## config.mk

```make
export PLATFORM = sky130hd
export DESIGN_NAME = pong_game_ctrl
export DESIGN_NICKNAME = d
export VERILOG_FILES = /design/src/rtl/pong_pkg.sv /design/src/rtl/pong_paddle_scale.sv /design/src/rtl/pong_game_ctrl.sv
export SDC_FILE = /design/constraint.sdc
export NUM_CORES = 1
export LEC_CHECK = 0
export CAP_MARGIN = 30
export CORE_MARGIN = 1
export CORE_UTILIZATION = 50
export DETAILED_ROUTE_END_ITERATION = 10
export PLACE_DENSITY = 0.67
export SYNTH_ARGS = -nofsm -noshare
export SYNTH_HDL_FRONTEND = slang
export SYNTH_SLANG_ARGS = --single-unit
```

## constraint.sdc

```tcl
create_clock -name clk -period 5.6 [get_ports clk]
set_clock_uncertainty 0.15 [all_clocks]
set_input_delay 1.12 -clock clk [delete_from_list [all_inputs] [get_ports clk]]
set_output_delay 1.12 -clock clk [all_outputs]
set_load 0.005 [all_outputs]
```

## src/rtl/pong_pkg.sv

```systemverilog
// Shared types and constants for the pong game-logic stage.
package pong_pkg;

  localparam int unsigned POS_W        = 16;
  localparam int unsigned ADC_W        = 12;
  localparam int unsigned CALC_W       = 17;
  localparam int unsigned SCORE_W      = 4;
  localparam int unsigned CNT_W        = 6;

  localparam int unsigned H_ACTIVE     = 640;
  localparam int unsigned V_ACTIVE     = 480;
  localparam int unsigned BALL_SIZE    = 8;
  localparam int unsigned PADDLE_H     = 64;
  localparam int unsigned PADDLE_W     = 8;
  localparam int unsigned PADDLE_X_L   = 16;
  localparam int unsigned PADDLE_X_R   = 616;
  localparam int unsigned BALL_SPEED   = 4;
  localparam int unsigned SERVE_FRAMES = 60;
  localparam int unsigned SCORE_FRAMES = 60;
  localparam int unsigned WIN_SCORE    = 9;

  localparam int unsigned X_MAX        = H_ACTIVE - BALL_SIZE;
  localparam int unsigned Y_MAX        = V_ACTIVE - BALL_SIZE;
  localparam int unsigned PAD_Y_MAX    = V_ACTIVE - PADDLE_H;
  localparam int unsigned X_CENTRE     = (H_ACTIVE - BALL_SIZE) / 2;
  localparam int unsigned Y_CENTRE     = (V_ACTIVE - BALL_SIZE) / 2;
  localparam int unsigned PAD_Y_RESET  = (V_ACTIVE - PADDLE_H) / 2;
  localparam int unsigned ADC_RESET    = 2048;
  localparam int unsigned PROD_W       = ADC_W + 9;

  typedef enum logic [1:0] {SERVE, PLAY, SCORE, GAME_OVER} state_t;

  // Maps a full-scale ADC code onto the paddle travel range 0..PAD_Y_MAX.
  function automatic logic [POS_W-1:0] scale_adc(input logic [ADC_W-1:0] code);
    logic [PROD_W-1:0] prod;
    prod = PROD_W'(code) * PROD_W'(PAD_Y_MAX + 1);
    return POS_W'(prod >> ADC_W);
  endfunction

endpackage

```

## src/rtl/pong_paddle_scale.sv

```systemverilog
// Registers the scaled paddle y for one ADC channel, updated on each frame tick.
module pong_paddle_scale
  import pong_pkg::*;
(
  input  logic             clk,
  input  logic             reset_n,
  input  logic             en,
  input  logic [ADC_W-1:0] code,
  output logic [POS_W-1:0] y
);

  always_ff @(posedge clk or negedge reset_n) begin
    if (!reset_n) begin
      y <= POS_W'(PAD_Y_RESET);
    end else if (en) begin
      y <= scale_adc(code);
    end
  end

endmodule

```

## src/rtl/pong_game_ctrl.sv

```systemverilog
// Per-frame pong game logic: paddles, ball motion, bounces and scoring.
// Build option PONG_ATTRACT_MODE_EN: right paddle follows the ball, scores wrap, no game over.
module pong_game_ctrl
  import pong_pkg::*;
(
  input  logic               clk,
  input  logic               reset_n,
  input  logic               vsync_in,
  input  logic [ADC_W-1:0]   adc1_data,
  input  logic [ADC_W-1:0]   adc2_data,
  input  logic               adc_valid,
  input  logic               restart_n,
  output logic [POS_W-1:0]   pongbar1_y,
  output logic [POS_W-1:0]   pongbar2_y,
  output logic [POS_W-1:0]   bal_x,
  output logic [POS_W-1:0]   bal_y,
  output logic [SCORE_W-1:0] score1,
  output logic [SCORE_W-1:0] score2,
  output logic               pos_valid,
  output logic               game_over
);

  localparam logic signed [CALC_W-1:0] ZERO_S    = '0;
  localparam logic signed [CALC_W-1:0] SPEED_S   = CALC_W'(BALL_SPEED);
  localparam logic signed [CALC_W-1:0] X_MAX_S   = CALC_W'(X_MAX);
  localparam logic signed [CALC_W-1:0] Y_MAX_S   = CALC_W'(Y_MAX);
  localparam logic signed [CALC_W-1:0] L_HIT_S   = CALC_W'(PADDLE_X_L + PADDLE_W);
  localparam logic signed [CALC_W-1:0] R_HIT_S   = CALC_W'(PADDLE_X_R - BALL_SIZE);
  localparam logic signed [CALC_W-1:0] PAD_MAX_S = CALC_W'(PAD_Y_MAX);
  localparam logic signed [CALC_W-1:0] ATTR_OFS  = CALC_W'(PADDLE_H / 2 - BALL_SIZE / 2);

  logic vs_meta, vs_sync, vs_prev, tick;
  logic [ADC_W-1:0] adc1_q, adc2_q;
  logic [POS_W-1:0] pad1_y, pad2_y, pad2_eff;

  state_t state, state_d;
  logic [CNT_W-1:0]   cnt, cnt_d;
  logic [POS_W-1:0]   bal_x_d, bal_y_d, pbar1_d, pbar2_d, y_res;
  logic               dx_neg, dx_neg_d, dy_neg, dy_neg_d;
  logic [SCORE_W-1:0] score1_d, score2_d;
  logic               s1_valid, s1_valid_d, pos_valid_d, game_over_d;
  logic               hit_l, hit_r, win;
  logic signed [CALC_W-1:0] nx_q, ny_q, nx_d, ny_d, pad2_tgt;

  function automatic logic [SCORE_W-1:0] score_inc(input logic [SCORE_W-1:0] s);
`ifdef PONG_ATTRACT_MODE_EN
    return (s >= SCORE_W'(WIN_SCORE)) ? '0 : s + SCORE_W'(1);
`else
    return s + SCORE_W'(1);
`endif
  endfunction

  // Frame tick: two-flop synchroniser plus rising-edge detect.
  always_ff @(posedge clk or negedge reset_n) begin
    if (!reset_n) begin
      vs_meta <= 1'b0;
      vs_sync <= 1'b0;
      vs_prev <= 1'b0;
      tick    <= 1'b0;
    end else begin
      vs_meta <= vsync_in;
      vs_sync <= vs_meta;
      vs_prev <= vs_sync;
      tick    <= vs_sync & ~vs_prev;
    end
  end

  // A capture coincident with a tick lands after the scaler has sampled the old code.
  always_ff @(posedge clk or negedge reset_n) begin
    if (!reset_n) begin
      adc1_q <= ADC_W'(ADC_RESET);
      adc2_q <= ADC_W'(ADC_RESET);
    end else if (adc_valid) begin
      adc1_q <= adc1_data;
      adc2_q <= adc2_data;
    end
  end

  pong_paddle_scale u_scale1 (.clk(clk), .reset_n(reset_n), .en(tick), .code(adc1_q), .y(pad1_y));
  pong_paddle_scale u_scale2 (.clk(clk), .reset_n(reset_n), .en(tick), .code(adc2_q), .y(pad2_y));

`ifdef PONG_ATTRACT_MODE_EN
  assign pad2_eff = pongbar2_y;
  assign win      = 1'b0;
`else
  assign pad2_eff = pad2_y;
  assign win      = (score1 == SCORE_W'(WIN_SCORE)) || (score2 == SCORE_W'(WIN_SCORE));
`endif

  always_ff @(posedge clk or negedge reset_n) begin
    if (!reset_n) begin
      state      <= SERVE;
      cnt        <= '0;
      bal_x      <= POS_W'(X_CENTRE);
      bal_y      <= POS_W'(Y_CENTRE);
      dx_neg     <= 1'b0;
      dy_neg     <= 1'b0;
      score1     <= '0;
      score2     <= '0;
      pongbar1_y <= POS_W'(PAD_Y_RESET);
      pongbar2_y <= POS_W'(PAD_Y_RESET);
      nx_q       <= '0;
      ny_q       <= '0;
      s1_valid   <= 1'b0;
      pos_valid  <= 1'b0;
      game_over  <= 1'b0;
    end else begin
      state      <= state_d;
      cnt        <= cnt_d;
      bal_x      <= bal_x_d;
      bal_y      <= bal_y_d;
      dx_neg     <= dx_neg_d;
      dy_neg     <= dy_neg_d;
      score1     <= score1_d;
      score2     <= score2_d;
      pongbar1_y <= pbar1_d;
      pongbar2_y <= pbar2_d;
      nx_q       <= nx_d;
      ny_q       <= ny_d;
      s1_valid   <= s1_valid_d;
      pos_valid  <= pos_valid_d;
      game_over  <= game_over_d;
    end
  end

  always_comb begin
    state_d     = state;
    cnt_d       = cnt;
    bal_x_d     = bal_x;
    bal_y_d     = bal_y;
    dx_neg_d    = dx_neg;
    dy_neg_d    = dy_neg;
    score1_d    = score1;
    score2_d    = score2;
    pbar1_d     = pongbar1_y;
    pbar2_d     = pongbar2_y;
    nx_d        = nx_q;
    ny_d        = ny_q;
    s1_valid_d  = tick;
    pos_valid_d = 1'b0;
    pad2_tgt    = '0;

    if (tick) begin
      nx_d = $signed({1'b0, bal_x}) + (dx_neg ? -SPEED_S : SPEED_S);
      ny_d = $signed({1'b0, bal_y}) + (dy_neg ? -SPEED_S : SPEED_S);
    end

    if (ny_q[CALC_W-1])     y_res = '0;
    else if (ny_q > Y_MAX_S) y_res = POS_W'(Y_MAX);
    else                     y_res = POS_W'(ny_q);

    hit_l = dx_neg && (nx_q <= L_HIT_S) &&
            ((y_res + POS_W'(BALL_SIZE)) > pad1_y) && (y_res < (pad1_y + POS_W'(PADDLE_H)));
    hit_r = !dx_neg && (nx_q >= R_HIT_S) &&
            ((y_res + POS_W'(BALL_SIZE)) > pad2_eff) && (y_res < (pad2_eff + POS_W'(PADDLE_H)));

    if (s1_valid) begin
      pos_valid_d = 1'b1;
      pbar1_d     = pad1_y;
      pbar2_d     = pad2_y;
      case (state)
        SERVE: begin
          bal_x_d = POS_W'(X_CENTRE);
          bal_y_d = POS_W'(Y_CENTRE);
          if (cnt == CNT_W'(SERVE_FRAMES - 1)) begin
            state_d = PLAY;
            cnt_d   = '0;
          end else begin
            cnt_d = cnt + CNT_W'(1);
          end
        end
        PLAY: begin
          bal_y_d = y_res;
          if (ny_q[CALC_W-1])      dy_neg_d = 1'b0;
          else if (ny_q > Y_MAX_S) dy_neg_d = 1'b1;
          // dx is left unchanged on a miss, so it already points at the conceding side.
          if (hit_l) begin
            bal_x_d  = POS_W'(PADDLE_X_L + PADDLE_W);
            dx_neg_d = 1'b0;
          end else if (nx_q <= ZERO_S) begin
            bal_x_d  = '0;
            score2_d = score_inc(score2);
            state_d  = SCORE;
            cnt_d    = '0;
          end else if (hit_r) begin
            bal_x_d  = POS_W'(PADDLE_X_R - BALL_SIZE);
            dx_neg_d = 1'b1;
          end else if (nx_q >= X_MAX_S) begin
            bal_x_d  = POS_W'(X_MAX);
            score1_d = score_inc(score1);
            state_d  = SCORE;
            cnt_d    = '0;
          end else begin
            bal_x_d = POS_W'(nx_q);
          end
        end
        SCORE: begin
          if (cnt == CNT_W'(SCORE_FRAMES - 1)) begin
            cnt_d   = '0;
            state_d = win ? GAME_OVER : SERVE;
          end else begin
            cnt_d = cnt + CNT_W'(1);
          end
        end
        default: ;
      endcase
`ifdef PONG_ATTRACT_MODE_EN
      pad2_tgt = $signed({1'b0, bal_y_d}) - ATTR_OFS;
      if (pad2_tgt[CALC_W-1])       pbar2_d = '0;
      else if (pad2_tgt > PAD_MAX_S) pbar2_d = POS_W'(PAD_Y_MAX);
      else                           pbar2_d = POS_W'(pad2_tgt);
`endif
    end

    if ((state == GAME_OVER) && !restart_n) begin
      state_d  = SERVE;
      cnt_d    = '0;
      score1_d = '0;
      score2_d = '0;
    end

    game_over_d = (state_d == GAME_OVER);
  end

endmodule

```

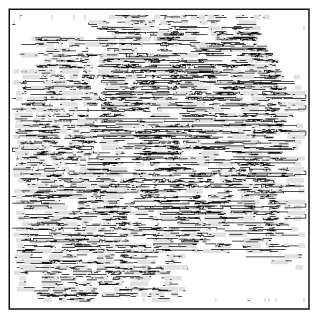
Run 1: M1 wires
(2 px per um) Cells faint in the background.
wire length on this layer: 10300 um
nets with wire on the layer: 1255
share of all routed wire: 46%
longest straight run: 47.4 um
main direction: horizontal

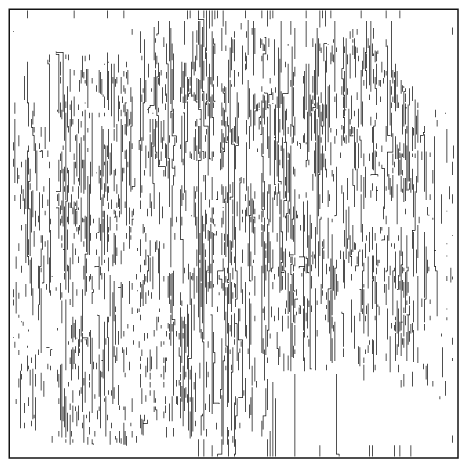
Run 1: met2 routing
(3 px per um)
nets with wire on the layer: 1167
wire length on this layer: 11000 um
share of all routed wire: 49%

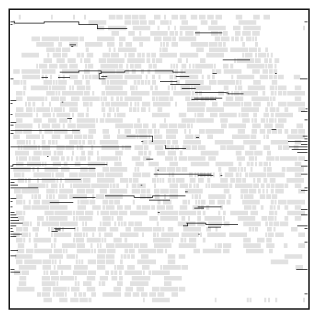
Run 1: met3 routing
(2 px per um) Cells faint in the background.
nets with wire on the layer: 83
main direction: horizontal
longest straight run: 60.0 um
share of all routed wire: 3.8%

==> flow_summary.yaml, run 1 <==
# generated from flow reports
drt:
  dr_total_vias: 7725
  routed_wl_mm: 22.5
  wire_per_inst_um: 15.5
  via_per_inst: 5.31
  wl_met2_mm: 11.0
  wl_met1_mm: 10.3
  first_pass_iters: 4
  ant_nets: 0
  top_layer: "met4"
  drtIter0Drc: 332
critical_path:
  end_kind: "flip-flop"
  startpoint: "ny_q[5]"
  path_common_cell: "nand3_1"
  path_class: "reg -> reg"
  cp_max_fo: 9
  worstSetupEndpoint: "cnt[5]"
  cp_top_family: "simple AND/OR/NAND/NOR gates"
  worst_ep_arrival_time_ns: 5.05
  rr_endpoint: "cnt[5]"
  reg2reg_from: "ny_q[5]"
  reg2reg_slack_ns: 0.70
  cp.required_ns: 5.75
  path_buffers: 0
grt:
  grt_max_degree: 93
  grtUsageMet2_pct: 37.4
  grt_pass1_wl_mm: 38.8
  grtUsageTotal_pct: 22.1
  grt_pass1_vias: 7854
  use_met3_pct: 4.71
  gr-max-usage-layer: "met2"
  use_met1_pct: 28.4
worst_hold_path:
  min_delay_worst_endpoint: "vs_sync"
  min_from: "vs_meta"
  hold_path_class: "reg -> reg"
sta:
  fin_tns_setup_ns: 0
  max_slew.worst_pin.slew_ns: 0.871
  rsz0062_at_grt: "no"
  finalHoldViolations: 0
  fin_ws_ns: 0.699
  finalClockPeriodUsage_pct: 87.5
  slew_headroom_pct: 41.9
  setup_viol: 0
clock_network:
  hold_buffers: 0
  htreeDepth: 4
  tritoncts: "yes"
  clkTransAtPathRegs_ns: 0.06
  clk_latency_ns: 0.43
  clock-sinks: 151
  numCtsBuffers: 17
  ctsResizeCount: 0
synthesis:
  top_area_share_pct: 29.4
  ys.flop_type: "dfrtp_1"
  synthCells: 1073
  numSynthFlops: 151
  aoi_share_pct: 11.5
  ys_cells: 1073
  top_logic_kind: "adder cells"
  ys_sh_mux_pct: 7.68
  synth_cell_types: 68
  largest_area_cell: "dfrtp_1"
  common_cells: "ha_1 (166), inv_1 (142), dfrtp_1 (127), nor2_1 (72), mux2_2 (61)"
  synthSimpleGateAreaFrac_pct: 11.0
  ys_sh_adder_pct: 24.0
  synth.most_common_cell: "ha_1"
  synth-edff-count: 0
  synth.cell_area_um2: 10800
  ys_area_um2: 10800
cells_and_area:
  clk_share_pct: 4.69
  signal_buffers: 95
  final_layout_top_logic_cells: "ha_1 (166), inv_1 (142), dfrtp_1 (126), clkdlybuf4s50_1 (87), nor2_1 (72)"
  seq_share_pct: 30.3
  nFillCells: 1819
  seqCellArea_um2: 3810
  n_clock_buffer: 25
  largest_class: "logic gates"
  reg_top3: "nx_q (17), ny_q (17)"
  area_delta_synth_final_pct: 16.1
  fin_cells: 1456
  lay_top_count: "ha_1"
  nonClkBufAreaFrac_pct: 7.44
  flop-count: 151
  n_all_inverters: 142
  diodes: 0
  post-route-cell-area_um2: 12600
  final_util_pct: 59.6
  finalNetCount: 1389
power_and_ir_drop:
  power_frac_clock_pct: 27.7
  p_leak_uw: 0.00612
  pg_clk_uw: 1160
  peakVddDrop_mv: 0.233
  p_seq_share_pct: 34.4
  p_per_area_nw_per_um2: 332
  power_uw: 4170
  p_sw_uw: 1400
  powerSeq_uw: 1440
  internal-power_uw: 2770
floorplanning:
  fp-row-count: 53
  tap_cells: 275
  initial_core_util_pct: 51.3
  fp.coreArea_um2: 21100
  dieWidth_um: 149
  num_io_pins: 103
  die_y_um: 149
  die_area_um2: 22200
job:
  max_cap_viol_count: 0
  warnings: 32
place:
  post-place-ws_ns: 0.834
  routabilityCongestion: 0.891
  dp_hpwl_mm: 17.1
  portBuffers: 88
  place_inst: 1424
status:
  status: "complete, no violations"
==> run 1 -> run 2 <==
- PLACE_DENSITY: 0.67 -> 0.7
- RECOVER_POWER: not set -> 25
- clock period: 5.6 -> 4.3 ns (I/O delays scaled with it)
==> run 2 against run 1 <==
Net effect:
- the run now ends with max-capacitance violations, max-slew violations left
- final cell count up 1.3%
- register-to-register slack worse by 0.59 ns
- wire length up 1.9%
- synthesized cell count unchanged
- final area is 2.5% higher
- flip-flop count unchanged
- first-iteration DRC count up 7.8%
- maximum frequency grew 17%
- via count rose by 2.1%
- setup slack worse by 0.59 ns
- sequential share of layout area down 0.73 points
==> flow_summary.yaml, run 2 <==
# generated from flow reports
status:
  status: "finished with violations"
  violations: "max-capacitance violations, max-slew violations"
power_and_ir_drop:
  pg_clk_uw: 1510
  power_uw: 5520
  p_seq_share_pct: 33.9
  internal-power_uw: 3620
  p_leak_uw: 0.00627
  p_sw_uw: 1900
  power_frac_clock_pct: 27.4
  p_per_area_nw_per_um2: 429
clock_network:
  clk_latency_ns: 0.42
  clkTransAtPathRegs_ns: 0.06
  tritoncts: "yes"
  hold_buffers: 0
synthesis:
  ys_sh_mux_pct: 7.68
  ys_area_um2: 10800
  synthCells: 1073
  common_cells: "ha_1 (166), inv_1 (142), dfrtp_1 (127), nor2_1 (72), mux2_2 (61)"
  synth.most_common_cell: "ha_1"
  top_logic_kind: "adder cells"
  largest_area_cell: "dfrtp_1"
  ys_cells: 1073
  synthSimpleGateAreaFrac_pct: 11.0
job:
  warnings: 32
  max_cap_viol_count: 1
place:
  place_inst: 1440
  dp_hpwl_mm: 17.3
drt:
  wl_met2_mm: 11.5
  first_pass_iters: 4
  via_per_inst: 5.35
  wl_met1_mm: 10.2
cells_and_area:
  signal_buffers: 114
  post-route-cell-area_um2: 12900
  nonClkBufAreaFrac_pct: 8.42
  final_layout_top_logic_cells: "ha_1 (165), inv_1 (142), dfrtp_1 (126), clkdlybuf4s50_1 (86), nor2_1 (71)"
  finalNetCount: 1408
  final_util_pct: 61.0
  reg_top3: "nx_q (17), ny_q (17)"
  flop-count: 151
  n_clock_buffer: 19
  nFillCells: 1752
  fin_cells: 1475
  seqCellArea_um2: 3810
  largest_class: "logic gates"
  seq_share_pct: 29.6
floorplanning:
  tap_cells: 275
  dieWidth_um: 149
  die_area_um2: 22200
  fp-row-count: 53
  num_io_pins: 103
critical_path:
  worstSetupEndpoint: "cnt[5]"
  cp_top_family: "simple AND/OR/NAND/NOR gates"
  startpoint: "ny_q[0]"
  cp.required_ns: 4.45
sta:
  max_slew.worst_pin.slew_ns: 1.82
  fin_ws_ns: 0.112
  finalMaxSlewViolations: 72
worst_hold_path:
  min_from: "vs_meta"
  hold_path_class: "reg -> reg"
  min_delay_worst_endpoint: "vs_sync"
grt:
  gr-max-usage-layer: "met2"
  grt_pass1_vias: 8111
  grt_max_degree: 72
  grt_pass1_wl_mm: 39.0
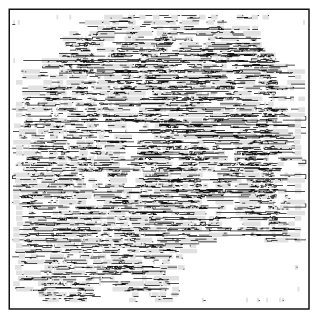
Run 2: M1 wires
(2 px per um) Cells faint in the background.
share of all routed wire: 45%
longest straight run: 36.3 um
nets with wire on the layer: 1290
main direction: horizontal
Total Routed Length: 23.0 mm
GR met1 Demand/Resource: 27.2%
vias post-DR: 7886

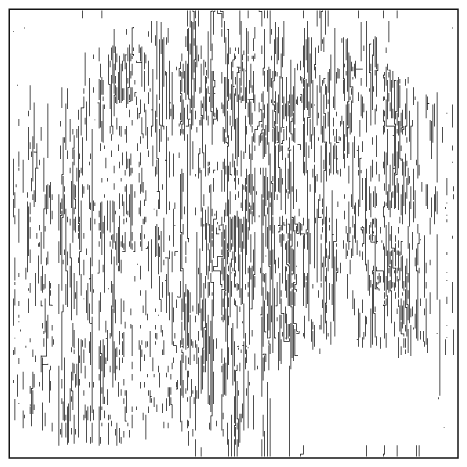
Run 2: met2 routing
(3 px per um)
main direction: vertical
share of all routed wire: 50%
met2 usage: 38.3%

